==> config.mk <==
export PLATFORM = sky130hd
export DESIGN_NAME = dcache_req_rcv_flat
export DESIGN_NICKNAME = d
export VERILOG_FILES = /design/src/rtl/dcache_req_rcv_pkg.sv /design/src/rtl/dcache_req_rcv_if.sv /design/src/rtl/dcache_req_fifo.sv /design/src/rtl/dcache_req_rcv_chk.sv /design/src/rtl/dcache_req_rcv.sv /design/src/flat_wrapper.sv
export SDC_FILE = /design/constraint.sdc
export NUM_CORES = 1
export LEC_CHECK = 0
export CORE_MARGIN = 1
export CORE_UTILIZATION = 50
export CTS_CLUSTER_DIAMETER = 60
export DETAILED_ROUTE_END_ITERATION = 16
export MAX_ROUTING_LAYER = met4
export PLACE_DENSITY_LB_ADDON = 0.2
export SYNTH_ARGS = -nofsm -noshare
export SYNTH_HDL_FRONTEND = slang
export SYNTH_SLANG_ARGS = --single-unit
==> constraint.sdc <==
create_clock -name clk -period 7.96 [get_ports clk]
set_input_delay 1.592 -clock clk [delete_from_list [all_inputs] [get_ports clk]]
set_output_delay 1.592 -clock clk [all_outputs]
set_load 0.005 [all_outputs]
==> src/rtl/dcache_req_rcv_pkg.sv <==
// Shared types and constants for the dcache request receiver.
// Build option: DCACHE_REQ_RCV_IO_EN enables the single-entry IO request path.
package dcache_req_rcv_pkg;

  localparam int DEPTH_DEF = 4;
  localparam int NBANK     = 32;

  // Payload of one memory request as issued by the AGU.
  typedef struct packed {
    logic [35:0]      addr_even;
    logic [35:0]      addr_odd;
    logic [4:0]       sz;
    logic             st;
    logic [NBANK-1:0] banks;
    logic [4:0]       bank0;
    logic             odd;
    logic [1:0]       addr_low;
    logic             split;
    logic [8:0]       reg_no;
    logic [8:0]       lsq;
    logic [9:0]       ii;
    logic [5:0]       wq;
  } req_data_t;

  // Queue entry: payload plus occupancy and "accepted last cycle" marks.
  typedef struct packed {
    logic      valid;
    logic      new_mark;
    req_data_t data;
  } req_entry_t;

  // True when any bank the request needs is unavailable this cycle.
  function automatic logic bank_conflict(input logic [NBANK-1:0] banks,
                                         input logic [NBANK-1:0] busy);
    return |(banks & busy);
  endfunction

endpackage

==> src/rtl/dcache_req_rcv_if.sv <==
// Request, bank-issue, IO and fault-report signals of the dcache request receiver.
// Build option: DCACHE_REQ_RCV_IO_EN (io_* are only active when it is defined).
interface dcache_req_rcv_if;
  import dcache_req_rcv_pkg::*;

  logic             except;
  logic             mOp_en;
  logic             mOp_ioEn;
  logic [35:0]      mOp_addrEven;
  logic [35:0]      mOp_addrOdd;
  logic [4:0]       mOp_sz;
  logic             mOp_st;
  logic [NBANK-1:0] mOp_banks;
  logic [4:0]       mOp_bank0;
  logic             mOp_odd;
  logic [1:0]       mOp_addr_low;
  logic             mOp_split;
  logic [8:0]       mOp_regNo;
  logic [8:0]       mOp_LSQ;
  logic [9:0]       mOp_II;
  logic [5:0]       mOp_WQ;
  logic             pageFault;
  logic [8:0]       faultNo;
  logic             bus_hold;
  logic [NBANK-1:0] bank_busy;

  logic             out_en;
  logic [35:0]      out_addrEven;
  logic [35:0]      out_addrOdd;
  logic [4:0]       out_sz;
  logic             out_st;
  logic [NBANK-1:0] out_banks;
  logic [4:0]       out_bank0;
  logic             out_odd;
  logic [1:0]       out_addr_low;
  logic             out_split;
  logic [8:0]       out_regNo;
  logic [8:0]       out_LSQ;
  logic [9:0]       out_II;
  logic [5:0]       out_WQ;

  logic             io_req;
  logic             io_ack;
  logic [35:0]      io_addrEven;
  logic [35:0]      io_addrOdd;
  logic [4:0]       io_sz;
  logic             io_st;
  logic [NBANK-1:0] io_banks;
  logic [4:0]       io_bank0;
  logic             io_odd;
  logic [1:0]       io_addr_low;
  logic             io_split;
  logic [8:0]       io_regNo;
  logic [8:0]       io_LSQ;
  logic [9:0]       io_II;
  logic [5:0]       io_WQ;

  logic             fault_en;
  logic [8:0]       fault_regNo;
  logic [8:0]       fault_LSQ;
  logic [8:0]       fault_No;

  modport slave (
    input  except, mOp_en, mOp_ioEn, mOp_addrEven, mOp_addrOdd, mOp_sz, mOp_st,
           mOp_banks, mOp_bank0, mOp_odd, mOp_addr_low, mOp_split, mOp_regNo,
           mOp_LSQ, mOp_II, mOp_WQ, pageFault, faultNo, bank_busy, io_ack,
    output bus_hold, out_en, out_addrEven, out_addrOdd, out_sz, out_st, out_banks,
           out_bank0, out_odd, out_addr_low, out_split, out_regNo, out_LSQ, out_II,
           out_WQ, io_req, io_addrEven, io_addrOdd, io_sz, io_st, io_banks, io_bank0,
           io_odd, io_addr_low, io_split, io_regNo, io_LSQ, io_II, io_WQ,
           fault_en, fault_regNo, fault_LSQ, fault_No
  );

  modport master (
    output except, mOp_en, mOp_ioEn, mOp_addrEven, mOp_addrOdd, mOp_sz, mOp_st,
           mOp_banks, mOp_bank0, mOp_odd, mOp_addr_low, mOp_split, mOp_regNo,
           mOp_LSQ, mOp_II, mOp_WQ, pageFault, faultNo, bank_busy, io_ack,
    input  bus_hold, out_en, out_addrEven, out_addrOdd, out_sz, out_st, out_banks,
           out_bank0, out_odd, out_addr_low, out_split, out_regNo, out_LSQ, out_II,
           out_WQ, io_req, io_addrEven, io_addrOdd, io_sz, io_st, io_banks, io_bank0,
           io_odd, io_addr_low, io_split, io_regNo, io_LSQ, io_II, io_WQ,
           fault_en, fault_regNo, fault_LSQ, fault_No
  );

endinterface

==> src/rtl/dcache_req_fifo.sv <==
// In-order request queue: storage, head/tail pointers, count, valid and new marks.
// Faulted entries are invalidated in place; the top drops them when they reach the head.
module dcache_req_fifo
  import dcache_req_rcv_pkg::*;
#(
  parameter int DEPTH = DEPTH_DEF
) (
  input  logic                   clk,
  input  logic                   rst,
  input  logic                   flush,
  input  logic                   push,
  input  logic                   pop,
  input  logic                   kill_new,
  input  req_data_t              push_data,
  output req_entry_t             head,
  output logic [$clog2(DEPTH):0] count,
  output logic                   full,
  output logic                   new_hit,
  output logic                   overflow
);

  localparam int PW = $clog2(DEPTH);
  localparam logic [PW:0] FULL_CNT = DEPTH[PW:0];

  logic [PW-1:0]  head_r;
  logic [PW-1:0]  tail_r;
  logic [PW:0]    count_r;
  logic [DEPTH-1:0] valid_r;
  logic [DEPTH-1:0] new_r;
  logic [DEPTH-1:0] valid_nx_s;
  logic [DEPTH-1:0] new_nx_s;
  logic           overflow_r;
  logic           push_ok_s;
  logic           pop_ok_s;
  req_data_t      mem_r [DEPTH];

  assign full     = (count_r == FULL_CNT);
  assign push_ok_s = push & ~full;
  assign pop_ok_s  = pop & (|count_r);
  assign count    = count_r;
  assign new_hit  = |(valid_r & new_r);
  assign overflow = overflow_r;
  assign head     = '{valid: valid_r[head_r], new_mark: new_r[head_r], data: mem_r[head_r]};

  // Next valid/new marks: only the entry written this cycle is new next cycle.
  always_comb begin
    valid_nx_s = valid_r;
    new_nx_s   = {DEPTH{1'b0}};
    if (kill_new) begin
      valid_nx_s = valid_r & ~new_r;
    end else begin
      valid_nx_s = valid_r;
    end
    if (pop_ok_s) begin
      valid_nx_s[head_r] = 1'b0;
    end else begin
      valid_nx_s = valid_nx_s;
    end
    if (push_ok_s) begin
      valid_nx_s[tail_r] = 1'b1;
      new_nx_s[tail_r]   = 1'b1;
    end else begin
      new_nx_s = new_nx_s;
    end
  end

  // Pointer, count and mark registers; a flush empties the queue.
  always_ff @(posedge clk or posedge rst) begin
    if (rst) begin
      head_r  <= {PW{1'b0}};
      tail_r  <= {PW{1'b0}};
      count_r <= {(PW+1){1'b0}};
      valid_r <= {DEPTH{1'b0}};
      new_r   <= {DEPTH{1'b0}};
    end else if (flush) begin
      head_r  <= {PW{1'b0}};
      tail_r  <= {PW{1'b0}};
      count_r <= {(PW+1){1'b0}};
      valid_r <= {DEPTH{1'b0}};
      new_r   <= {DEPTH{1'b0}};
    end else begin
      valid_r <= valid_nx_s;
      new_r   <= new_nx_s;
      if (push_ok_s) tail_r <= tail_r + PW'(1);
      if (pop_ok_s)  head_r <= head_r + PW'(1);
      count_r <= count_r + {PW'(0), push_ok_s} - {PW'(0), pop_ok_s};
    end
  end

  // Sticky record of a request offered while the queue was full.
  always_ff @(posedge clk or posedge rst) begin
    if (rst) overflow_r <= 1'b0;
    else     overflow_r <= overflow_r | (push & full & ~flush);
  end

  // Payload storage; qualified by valid_r so it needs no reset.
  always_ff @(posedge clk) begin
    if (push_ok_s & ~flush) mem_r[tail_r] <= push_data;
  end

endmodule

==> src/rtl/dcache_req_rcv_chk.sv <==
// Checker for the request receiver: the AGU must never push into a full queue.
module dcache_req_rcv_chk (
  input logic clk,
  input logic rst,
  input logic overflow
);

  a_no_overflow: assert property (@(posedge clk) disable iff (rst) !overflow)
    else $error("dcache_req_rcv: request offered while queue full");

endmodule

==> src/rtl/dcache_req_rcv.sv <==
// Dcache request receiver: queues AGU requests, issues them in order to free banks,
// turns a page fault on the request accepted last cycle into a fault report.
// Build option: DCACHE_REQ_RCV_IO_EN adds the single-entry IO request register.
module dcache_req_rcv
  import dcache_req_rcv_pkg::*;
#(
  parameter int DEPTH = DEPTH_DEF
) (
  input logic           clk,
  input logic           rst,
  dcache_req_rcv_if.slave bus
);

  localparam int CW = $clog2(DEPTH) + 1;

  req_data_t  req_s;
  req_entry_t head_s;
  logic [CW-1:0] count_s;
  logic full_s, new_hit_s, overflow_s;
  logic push_s, q_acc_s, drop_s, pop_s, out_en_s;
  logic io_acc_s, io_valid_s, io_new_hit_s, io_req_s;
  req_data_t io_data_s;
  logic fault_raise_s;
  logic fault_en_r;
  logic [8:0] last_reg_no_r, last_lsq_r;
  logic [8:0] fault_reg_no_r, fault_lsq_r, fault_no_r;

  // Gather the incoming request fields into one payload.
  always_comb begin
    req_s           = '0;
    req_s.addr_even = bus.mOp_addrEven;
    req_s.addr_odd  = bus.mOp_addrOdd;
    req_s.sz        = bus.mOp_sz;
    req_s.st        = bus.mOp_st;
    req_s.banks     = bus.mOp_banks;
    req_s.bank0     = bus.mOp_bank0;
    req_s.odd       = bus.mOp_odd;
    req_s.addr_low  = bus.mOp_addr_low;
    req_s.split     = bus.mOp_split;
    req_s.reg_no    = bus.mOp_regNo;
    req_s.lsq       = bus.mOp_LSQ;
    req_s.ii        = bus.mOp_II;
    req_s.wq        = bus.mOp_WQ;
  end

  assign push_s  = bus.mOp_en & ~bus.except;
  assign q_acc_s = push_s & ~full_s;

  // A faulted head is not issued; once invalidated it is dropped silently.
  assign out_en_s = head_s.valid & ~bank_conflict(head_s.data.banks, bus.bank_busy)
                  & ~(head_s.new_mark & bus.pageFault) & ~bus.except;
  assign drop_s   = (|count_s) & ~head_s.valid;
  assign pop_s    = out_en_s | drop_s;

  dcache_req_fifo #(.DEPTH(DEPTH)) u_fifo (
    .clk       (clk),
    .rst       (rst),
    .flush     (bus.except),
    .push      (push_s),
    .pop       (pop_s),
    .kill_new  (bus.pageFault),
    .push_data (req_s),
    .head      (head_s),
    .count     (count_s),
    .full      (full_s),
    .new_hit   (new_hit_s),
    .overflow  (overflow_s)
  );

  dcache_req_rcv_chk u_chk (
    .clk      (clk),
    .rst      (rst),
    .overflow (overflow_s)
  );

`ifdef DCACHE_REQ_RCV_IO_EN
  logic io_valid_r, io_new_r;
  req_data_t io_data_r;

  assign io_acc_s     = bus.mOp_ioEn & ~io_valid_r & ~bus.except;
  assign io_valid_s   = io_valid_r;
  assign io_new_hit_s = io_valid_r & io_new_r;
  assign io_req_s     = io_valid_r & ~(io_new_r & bus.pageFault) & ~bus.except;
  assign io_data_s    = io_data_r;

  // IO holding register: loaded once, cleared by ack, fault on accept, or flush.
  always_ff @(posedge clk or posedge rst) begin
    if (rst) begin
      io_valid_r <= 1'b0;
      io_new_r   <= 1'b0;
    end else if (bus.except) begin
      io_valid_r <= 1'b0;
      io_new_r   <= 1'b0;
    end else if (io_acc_s) begin
      io_valid_r <= 1'b1;
      io_new_r   <= 1'b1;
    end else begin
      io_new_r <= 1'b0;
      if (io_new_r & bus.pageFault)  io_valid_r <= 1'b0;
      else if (io_req_s & bus.io_ack) io_valid_r <= 1'b0;
      else                            io_valid_r <= io_valid_r;
    end
  end

  // IO payload; qualified by io_valid_r so it needs no reset.
  always_ff @(posedge clk) begin
    if (io_acc_s) io_data_r <= req_s;
  end
`else
  logic unused_io;
  assign unused_io    = &{1'b0, bus.mOp_ioEn, bus.io_ack};
  assign io_acc_s     = 1'b0;
  assign io_valid_s   = 1'b0;
  assign io_new_hit_s = 1'b0;
  assign io_req_s     = 1'b0;
  assign io_data_s    = '0;
`endif

  // A fault under a pipeline flush is dropped together with the request.
  assign fault_raise_s = bus.pageFault & (new_hit_s | io_new_hit_s) & ~bus.except;

  // Fault report registers plus the tags of the request accepted last cycle.
  always_ff @(posedge clk or posedge rst) begin
    if (rst) begin
      fault_en_r     <= 1'b0;
      fault_reg_no_r <= 9'd0;
      fault_lsq_r    <= 9'd0;
      fault_no_r     <= 9'd0;
      last_reg_no_r  <= 9'd0;
      last_lsq_r     <= 9'd0;
    end else begin
      fault_en_r <= fault_raise_s;
      if (fault_raise_s) begin
        fault_reg_no_r <= last_reg_no_r;
        fault_lsq_r    <= last_lsq_r;
        fault_no_r     <= bus.faultNo;
      end
      if (q_acc_s | io_acc_s) begin
        last_reg_no_r <= req_s.reg_no;
        last_lsq_r    <= req_s.lsq;
      end
    end
  end

  assign bus.bus_hold    = full_s | io_valid_s;
  assign bus.fault_en    = fault_en_r & ~bus.except;
  assign bus.fault_regNo = fault_reg_no_r;
  assign bus.fault_LSQ   = fault_lsq_r;
  assign bus.fault_No    = fault_no_r;

  assign bus.out_en       = out_en_s;
  assign bus.out_addrEven = head_s.data.addr_even;
  assign bus.out_addrOdd  = head_s.data.addr_odd;
  assign bus.out_sz       = head_s.data.sz;
  assign bus.out_st       = head_s.data.st;
  assign bus.out_banks    = head_s.data.banks;
  assign bus.out_bank0    = head_s.data.bank0;
  assign bus.out_odd      = head_s.data.odd;
  assign bus.out_addr_low = head_s.data.addr_low;
  assign bus.out_split    = head_s.data.split;
  assign bus.out_regNo    = head_s.data.reg_no;
  assign bus.out_LSQ      = head_s.data.lsq;
  assign bus.out_II       = head_s.data.ii;
  assign bus.out_WQ       = head_s.data.wq;

  assign bus.io_req      = io_req_s;
  assign bus.io_addrEven = io_data_s.addr_even;
  assign bus.io_addrOdd  = io_data_s.addr_odd;
  assign bus.io_sz       = io_data_s.sz;
  assign bus.io_st       = io_data_s.st;
  assign bus.io_banks    = io_data_s.banks;
  assign bus.io_bank0    = io_data_s.bank0;
  assign bus.io_odd      = io_data_s.odd;
  assign bus.io_addr_low = io_data_s.addr_low;
  assign bus.io_split    = io_data_s.split;
  assign bus.io_regNo    = io_data_s.reg_no;
  assign bus.io_LSQ      = io_data_s.lsq;
  assign bus.io_II       = io_data_s.ii;
  assign bus.io_WQ       = io_data_s.wq;

endmodule

==> src/flat_wrapper.sv <==
// flat-port wrapper written by rule: the top's interface ports become plain ports
module dcache_req_rcv_flat import dcache_req_rcv_pkg::*;
#(
  parameter int DEPTH = DEPTH_DEF
)
  (clk, rst, bus_except, bus_mOp_en, bus_mOp_ioEn, bus_mOp_addrEven, bus_mOp_addrOdd, bus_mOp_sz, bus_mOp_st, bus_mOp_banks, bus_mOp_bank0, bus_mOp_odd, bus_mOp_addr_low, bus_mOp_split, bus_mOp_regNo, bus_mOp_LSQ, bus_mOp_II, bus_mOp_WQ, bus_pageFault, bus_faultNo, bus_bank_busy, bus_io_ack, bus_bus_hold, bus_out_en, bus_out_addrEven, bus_out_addrOdd, bus_out_sz, bus_out_st, bus_out_banks, bus_out_bank0, bus_out_odd, bus_out_addr_low, bus_out_split, bus_out_regNo, bus_out_LSQ, bus_out_II, bus_out_WQ, bus_io_req, bus_io_addrEven, bus_io_addrOdd, bus_io_sz, bus_io_st, bus_io_banks, bus_io_bank0, bus_io_odd, bus_io_addr_low, bus_io_split, bus_io_regNo, bus_io_LSQ, bus_io_II, bus_io_WQ, bus_fault_en, bus_fault_regNo, bus_fault_LSQ, bus_fault_No);
  dcache_req_rcv_if bus_i ();
  input logic clk;
  input logic rst;
  input wire logic [$bits(bus_i.except)-1:0] bus_except;
  input wire logic [$bits(bus_i.mOp_en)-1:0] bus_mOp_en;
  input wire logic [$bits(bus_i.mOp_ioEn)-1:0] bus_mOp_ioEn;
  input wire logic [$bits(bus_i.mOp_addrEven)-1:0] bus_mOp_addrEven;
  input wire logic [$bits(bus_i.mOp_addrOdd)-1:0] bus_mOp_addrOdd;
  input wire logic [$bits(bus_i.mOp_sz)-1:0] bus_mOp_sz;
  input wire logic [$bits(bus_i.mOp_st)-1:0] bus_mOp_st;
  input wire logic [$bits(bus_i.mOp_banks)-1:0] bus_mOp_banks;
  input wire logic [$bits(bus_i.mOp_bank0)-1:0] bus_mOp_bank0;
  input wire logic [$bits(bus_i.mOp_odd)-1:0] bus_mOp_odd;
  input wire logic [$bits(bus_i.mOp_addr_low)-1:0] bus_mOp_addr_low;
  input wire logic [$bits(bus_i.mOp_split)-1:0] bus_mOp_split;
  input wire logic [$bits(bus_i.mOp_regNo)-1:0] bus_mOp_regNo;
  input wire logic [$bits(bus_i.mOp_LSQ)-1:0] bus_mOp_LSQ;
  input wire logic [$bits(bus_i.mOp_II)-1:0] bus_mOp_II;
  input wire logic [$bits(bus_i.mOp_WQ)-1:0] bus_mOp_WQ;
  input wire logic [$bits(bus_i.pageFault)-1:0] bus_pageFault;
  input wire logic [$bits(bus_i.faultNo)-1:0] bus_faultNo;
  input wire logic [$bits(bus_i.bank_busy)-1:0] bus_bank_busy;
  input wire logic [$bits(bus_i.io_ack)-1:0] bus_io_ack;
  output wire logic [$bits(bus_i.bus_hold)-1:0] bus_bus_hold;
  output wire logic [$bits(bus_i.out_en)-1:0] bus_out_en;
  output wire logic [$bits(bus_i.out_addrEven)-1:0] bus_out_addrEven;
  output wire logic [$bits(bus_i.out_addrOdd)-1:0] bus_out_addrOdd;
  output wire logic [$bits(bus_i.out_sz)-1:0] bus_out_sz;
  output wire logic [$bits(bus_i.out_st)-1:0] bus_out_st;
  output wire logic [$bits(bus_i.out_banks)-1:0] bus_out_banks;
  output wire logic [$bits(bus_i.out_bank0)-1:0] bus_out_bank0;
  output wire logic [$bits(bus_i.out_odd)-1:0] bus_out_odd;
  output wire logic [$bits(bus_i.out_addr_low)-1:0] bus_out_addr_low;
  output wire logic [$bits(bus_i.out_split)-1:0] bus_out_split;
  output wire logic [$bits(bus_i.out_regNo)-1:0] bus_out_regNo;
  output wire logic [$bits(bus_i.out_LSQ)-1:0] bus_out_LSQ;
  output wire logic [$bits(bus_i.out_II)-1:0] bus_out_II;
  output wire logic [$bits(bus_i.out_WQ)-1:0] bus_out_WQ;
  output wire logic [$bits(bus_i.io_req)-1:0] bus_io_req;
  output wire logic [$bits(bus_i.io_addrEven)-1:0] bus_io_addrEven;
  output wire logic [$bits(bus_i.io_addrOdd)-1:0] bus_io_addrOdd;
  output wire logic [$bits(bus_i.io_sz)-1:0] bus_io_sz;
  output wire logic [$bits(bus_i.io_st)-1:0] bus_io_st;
  output wire logic [$bits(bus_i.io_banks)-1:0] bus_io_banks;
  output wire logic [$bits(bus_i.io_bank0)-1:0] bus_io_bank0;
  output wire logic [$bits(bus_i.io_odd)-1:0] bus_io_odd;
  output wire logic [$bits(bus_i.io_addr_low)-1:0] bus_io_addr_low;
  output wire logic [$bits(bus_i.io_split)-1:0] bus_io_split;
  output wire logic [$bits(bus_i.io_regNo)-1:0] bus_io_regNo;
  output wire logic [$bits(bus_i.io_LSQ)-1:0] bus_io_LSQ;
  output wire logic [$bits(bus_i.io_II)-1:0] bus_io_II;
  output wire logic [$bits(bus_i.io_WQ)-1:0] bus_io_WQ;
  output wire logic [$bits(bus_i.fault_en)-1:0] bus_fault_en;
  output wire logic [$bits(bus_i.fault_regNo)-1:0] bus_fault_regNo;
  output wire logic [$bits(bus_i.fault_LSQ)-1:0] bus_fault_LSQ;
  output wire logic [$bits(bus_i.fault_No)-1:0] bus_fault_No;
  assign bus_i.except = bus_except;
  assign bus_i.mOp_en = bus_mOp_en;
  assign bus_i.mOp_ioEn = bus_mOp_ioEn;
  assign bus_i.mOp_addrEven = bus_mOp_addrEven;
  assign bus_i.mOp_addrOdd = bus_mOp_addrOdd;
  assign bus_i.mOp_sz = bus_mOp_sz;
  assign bus_i.mOp_st = bus_mOp_st;
  assign bus_i.mOp_banks = bus_mOp_banks;
  assign bus_i.mOp_bank0 = bus_mOp_bank0;
  assign bus_i.mOp_odd = bus_mOp_odd;
  assign bus_i.mOp_addr_low = bus_mOp_addr_low;
  assign bus_i.mOp_split = bus_mOp_split;
  assign bus_i.mOp_regNo = bus_mOp_regNo;
  assign bus_i.mOp_LSQ = bus_mOp_LSQ;
  assign bus_i.mOp_II = bus_mOp_II;
  assign bus_i.mOp_WQ = bus_mOp_WQ;
  assign bus_i.pageFault = bus_pageFault;
  assign bus_i.faultNo = bus_faultNo;
  assign bus_i.bank_busy = bus_bank_busy;
  assign bus_i.io_ack = bus_io_ack;
  assign bus_bus_hold = bus_i.bus_hold;
  assign bus_out_en = bus_i.out_en;
  assign bus_out_addrEven = bus_i.out_addrEven;
  assign bus_out_addrOdd = bus_i.out_addrOdd;
  assign bus_out_sz = bus_i.out_sz;
  assign bus_out_st = bus_i.out_st;
  assign bus_out_banks = bus_i.out_banks;
  assign bus_out_bank0 = bus_i.out_bank0;
  assign bus_out_odd = bus_i.out_odd;
  assign bus_out_addr_low = bus_i.out_addr_low;
  assign bus_out_split = bus_i.out_split;
  assign bus_out_regNo = bus_i.out_regNo;
  assign bus_out_LSQ = bus_i.out_LSQ;
  assign bus_out_II = bus_i.out_II;
  assign bus_out_WQ = bus_i.out_WQ;
  assign bus_io_req = bus_i.io_req;
  assign bus_io_addrEven = bus_i.io_addrEven;
  assign bus_io_addrOdd = bus_i.io_addrOdd;
  assign bus_io_sz = bus_i.io_sz;
  assign bus_io_st = bus_i.io_st;
  assign bus_io_banks = bus_i.io_banks;
  assign bus_io_bank0 = bus_i.io_bank0;
  assign bus_io_odd = bus_i.io_odd;
  assign bus_io_addr_low = bus_i.io_addr_low;
  assign bus_io_split = bus_i.io_split;
  assign bus_io_regNo = bus_i.io_regNo;
  assign bus_io_LSQ = bus_i.io_LSQ;
  assign bus_io_II = bus_i.io_II;
  assign bus_io_WQ = bus_i.io_WQ;
  assign bus_fault_en = bus_i.fault_en;
  assign bus_fault_regNo = bus_i.fault_regNo;
  assign bus_fault_LSQ = bus_i.fault_LSQ;
  assign bus_fault_No = bus_i.fault_No;
  dcache_req_rcv #(.DEPTH(DEPTH)) u_core (.clk(clk), .rst(rst), .bus(bus_i));
endmodule
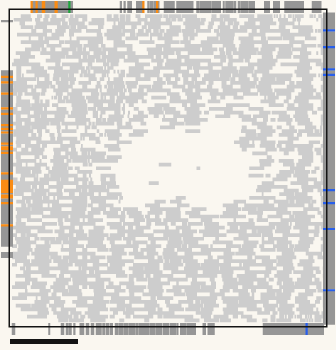
**Above:** I/O pins on the die edge.
Scale bar: 50 µm. Pins as bars across the die edge, other pins in gray.
[blue] bus_io_regNo | pins: 9 | direction: output | edge: 8 right, 1 bottom
[orange] bus_mOp_banks | pins: 32 | direction: input | edge: 24 left, 8 top
[green] bus_pageFault | pins: 1 | direction: input | edge: top

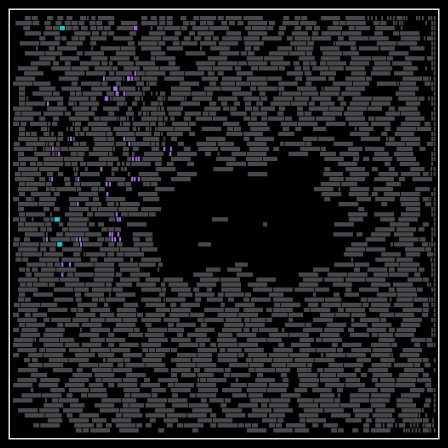
**Above:** selected gate families.
[cyan] AND-OR and OR-AND gates | cells: 3
[purple] NOR gates | cells: 47
Final Non-Filler Cells: 2426
most common cell after layout, fill and taps aside: sky130_fd_sc_hd__edfxtp_1
combinational share of cell area: 17.03%

## sequential cells by signal (all words and copies together), names as in the netlist
name	flops
u_core.u_fifo.tail_r	2
u_core.last_reg_no_r	9
u_core.u_fifo.new_r	4
u_core.u_fifo.valid_r	4
u_core.last_lsq_r	9
u_core.bus.fault_No	9
u_core.u_fifo.count	3
u_core.u_fifo.mem_r	612
u_core.fault_en_r	1
u_core.bus.fault_regNo	9
u_core.bus.fault_LSQ	9
u_core.u_fifo.head_r	2
## Yosys cell counts, types with 3 or more instances
library cell                 n
sky130_fd_sc_hd__a31oi_1    10
sky130_fd_sc_hd__inv_1      21
sky130_fd_sc_hd__dfrtp_1    61
sky130_fd_sc_hd__ha_1       10
sky130_fd_sc_hd__nand3_1     4
sky130_fd_sc_hd__mux4_1      8
sky130_fd_sc_hd__nand2b_1    3
sky130_fd_sc_hd__o32ai_1     6
sky130_fd_sc_hd__buf_4     156
sky130_fd_sc_hd__a22o_1      3
sky130_fd_sc_hd__a21oi_1    10
sky130_fd_sc_hd__clkbuf_1   21
sky130_fd_sc_hd__a22oi_1     8
sky130_fd_sc_hd__mux2i_1    25
sky130_fd_sc_hd__nand2_1    20
sky130_fd_sc_hd__nor2_1     43
sky130_fd_sc_hd__mux4_2    126
sky130_fd_sc_hd__mux2_2     69
sky130_fd_sc_hd__edfxtp_1  612
sky130_fd_sc_hd__buf_2      22
## metrics by stage
| step | setup WS (ns) | power [W] | hold slack, ns |
|---|---|---|---|
| after floorplan | 1.989 | 0.005860 | 0.4750 |
| after global placement | 2.527 | 0.007301 | 0.4839 |
| after detailed placement | 2.468 | 0.007326 | 0.4918 |
| after CTS | 2.098 | 0.01047 | 0.5050 |
| after global routing | 1.978 | 0.01075 | 0.5193 |
| final | 2.188 | 0.01032 | 0.5050 |
==> impl_report.txt <==
IMPLEMENTATION SUMMARY REPORT
----------------------------------------------------
[Status]
  Outcome ........................ finished, final reports clean

[STA]
  Final Max-Slew Violation Tally ........................ 0
  Final hold violation count ........................ 0
  Clock period minus final worst setup slack ........................ between 5 and 6 ns
  Final period util ........................ 72.52%
  Setup Viol. Count Final ........................ 0
  Peak Freq ........................ 0.1732 GHz
  RSZ-0062 raised after global routing ........................ no
  Worst slew margin ........................ 34.01%
  Setup TNS after final layout ........................ 0 ns
  Setup Skew ........................ 0.01214 ns

[Route]
  Remaining design rule violation count ........................ 0
  Vias after detailed routing ........................ 12710
  DR iter-0 viols ........................ ~620
  Detailed route wirelength on metal2 ........................ 29.03 mm
  Met3 Wirelength ........................ 3.973 mm
  Routed length on met1 ........................ between 20 and 25 mm
  Detail Route Antenna Nets ........................ 0
  1st-pass router iterations ........................ 5
  Top Metal Used ........................ met4
  Post-detailed-route via-to-cell ratio ........................ about 5.2
  Routed WL per cell ........................ 22.94 µm
  Final routed wirelength across all metal layers ........................ ~56 mm

[Place]
  Post-place instance area ........................ around 30000 µm²
  Count of input and output buffers ........................ ~380
  Count of placed standard cells including taps ........................ 2297
  Final Wtd Congestion ........................ 0.7681
  Detailed placer's ending HPWL ........................ around 35 mm

[Logic synthesis]
  Post-synthesis async set-or-reset flop share ........................ 9.064%
  Number of enable-type register cells in the synthesized netlist ........................ slightly above 600
  Cell type contributing the most total cell area after synthesis ........................ sky130_fd_sc_hd__edfxtp_1
  Top_reg_cell synth ........................ sky130_fd_sc_hd__edfxtp_1
  Share of the synthesized netlist area taken by xor and xnor gates ........................ 0.09973%
  Seq/Total Area, Yosys ........................ 75.55%
  Synthesized flop and latch total ........................ just under 700
  Synthesized area per cell ........................ 20.79 µm²
  Portion of netlist area occupied by mux cells ........................ between 15 and 20%
  Dominant non-sequential cell family after synthesis ........................ multiplexers
  Area fraction in compound gates ........................ 1.406%
  Number of warning messages in the yosys log ........................ 0
  Post-synth top area share ........................ 69.76%
  Arithmetic-cell share of the synthesized area counting full adders, half adders and majority gates ........................ 0.5509%
  Chip area in the Yosys report ........................ 26350 µm²
  Netlist cell types ........................ 42
  Area fraction in and, or, nand and nor cells after synthesis ........................ about 1.3%
  Number of standard cells reported by yosys ........................ 1267

[Worst hold path]
  Type of the tightest min-delay check ........................ register to register
  Number of cells on the worst hold path ........................ 1
  Capture endpoint of the worst hold path ........................ u_core.bus.fault_No[6]
  Worst hold start ........................ u_core.bus.fault_No[6]

[Pwr]
  Power dissipated in combinational cells ........................ between 0.002 and 0.003 W
  Fraction of power consumed by the clock network ........................ ~30%
  Switching share of total power ........................ 26.34%
  Share of power burned in registers ........................ 42.2%
  Net switching power figure ........................ 0.002719 W
  Combinational cell fraction of total power ........................ 27.5%
  Static Leak ........................ 11.10 nW
  Top pwr grp ........................ registers
  Clock network power consumption ........................ roughly 0.0031 W
  Max rail drop VDD ........................ 0.1671 mV
  P_seq ........................ around 0.0044 W

[CTS]
  Number of clock buffers inserted by TritonCTS ........................ about 70
  Maximum root-to-sink buffer count ........................ 3
  Post_cts resized ........................ 0
  Clk latency late pin ........................ approximately 0.6 ns
  Post-CTS Hold Fix Bufs ........................ 0
  TritonCTS Sinks ........................ roughly 670
  Clock tree root driver cell ........................ sky130_fd_sc_hd__clkbuf_16
  Worst-path clk slew ........................ roughly 0.06 ns
  Clock H-tree levels ........................ 3
  CTS tree ........................ done
  Post-CTS setup buffers ........................ 0

[Final layout]
  Cell area after layout ........................ 32610 µm²
  Flop share of the area ........................ 61.05%
  Buffers, non-clock ........................ about 400
  Number of diodes added for antenna fixing ........................ 5
  Non-clk buf share ........................ between 10% and 20%
  Filler cells ........................ about 3600
  Area overhead of the layout relative to synthesis ........................ 23.79%
  Most frequent cells in the layout ........................ sky130_fd_sc_hd__edfxtp_1, sky130_fd_sc_hd__clkdlybuf4s50_1, sky130_fd_sc_hd__conb_1, sky130_fd_sc_hd__mux4_2, sky130_fd_sc_hd__clkbuf_16
  Flop count ........................ 673
  Clock network area share ........................ 6.721%
  Cell class with the largest area share ........................ sequential cells
  Multi-Input Combinational ........................ between 500 and 600
  Share of cells above drive strength 1 ........................ a little under a fifth
  Count of clock buffers in the final design ........................ 95
  Final net count ........................ 1901
  Gate Area ........................ 5553 µm²
  Count of inverters other than clock inverters in the layout ........................ 22
  Final core utilization ........................ ~63%

[Critical path]
  Critical path fanouts, max ........................ 56
  Crit path arrival time ........................ between 4 and 5 ns
  Stages on worst setup path ........................ 7
  Count of buffer and inverter cells on the critical path ........................ 3
  Kind of launch point of the worst setup path ........................ register
  Worst setup endpoint ........................ bus_out_en
  Largest incremental delay on the critical path ........................ between 0.8 and 0.9 ns
  Timing startpoint of the critical path ........................ u_core.u_fifo.head_r[0]
  Data required time of the worst path ........................ 6.37 ns
  Worst R2R Start ........................ u_core.u_fifo.head_r[0]
  Gate family responsible for the most delay along the worst path ........................ buffers and inverters
  Cells traversed along the worst timing path ........................ buf_4 -> mux4_2 -> a22o_1 -> a2111oi_4 -> nand4_2 -> inv_1 -> clkdlybuf4s50_1
  Endpoint of the lowest-slack register-to-register path ........................ u_core.u_fifo.count[2]
  Crit path capture type ........................ primary output
  Slowest cell on the critical path ........................ sky130_fd_sc_hd__dfrtp_4
  Worst R2R Path Depth ........................ 13

[Die]
  Floorplan die height ........................ 231.5 µm
  Die x size ........................ 231.5 µm
  I/O pin count ........................ 538
  Standard-cell row count ........................ 83
  Well Taps ........................ roughly 680
  Overall chip area ........................ 53610 µm²
  Core utilization before placement ........................ 50.94%

[Global routing]
  Met1 track demand over resource in global routing ........................ between 20% and 30%
  Met2 capacity usage during global routing ........................ 35.75%
  Antenna violations before repair ........................ 6
  Global-route layer with the greatest usage ........................ met2
  Met3 usage in global routing ........................ between 5 and 6%
  First-pass GRT wire length ........................ 82.31 mm
  GRT Total Usage ........................ 21.62%
  Gr ovfl total ........................ 0
  Maximum number of pins on one net before global-route repair ........................ 123

[Job]
  Tool Warnings ........................ 36
  Max-Cap Viols ........................ 0

----------------------------------------------------
Power figures rest on the tool's default switching activity, not on a simulated workload.
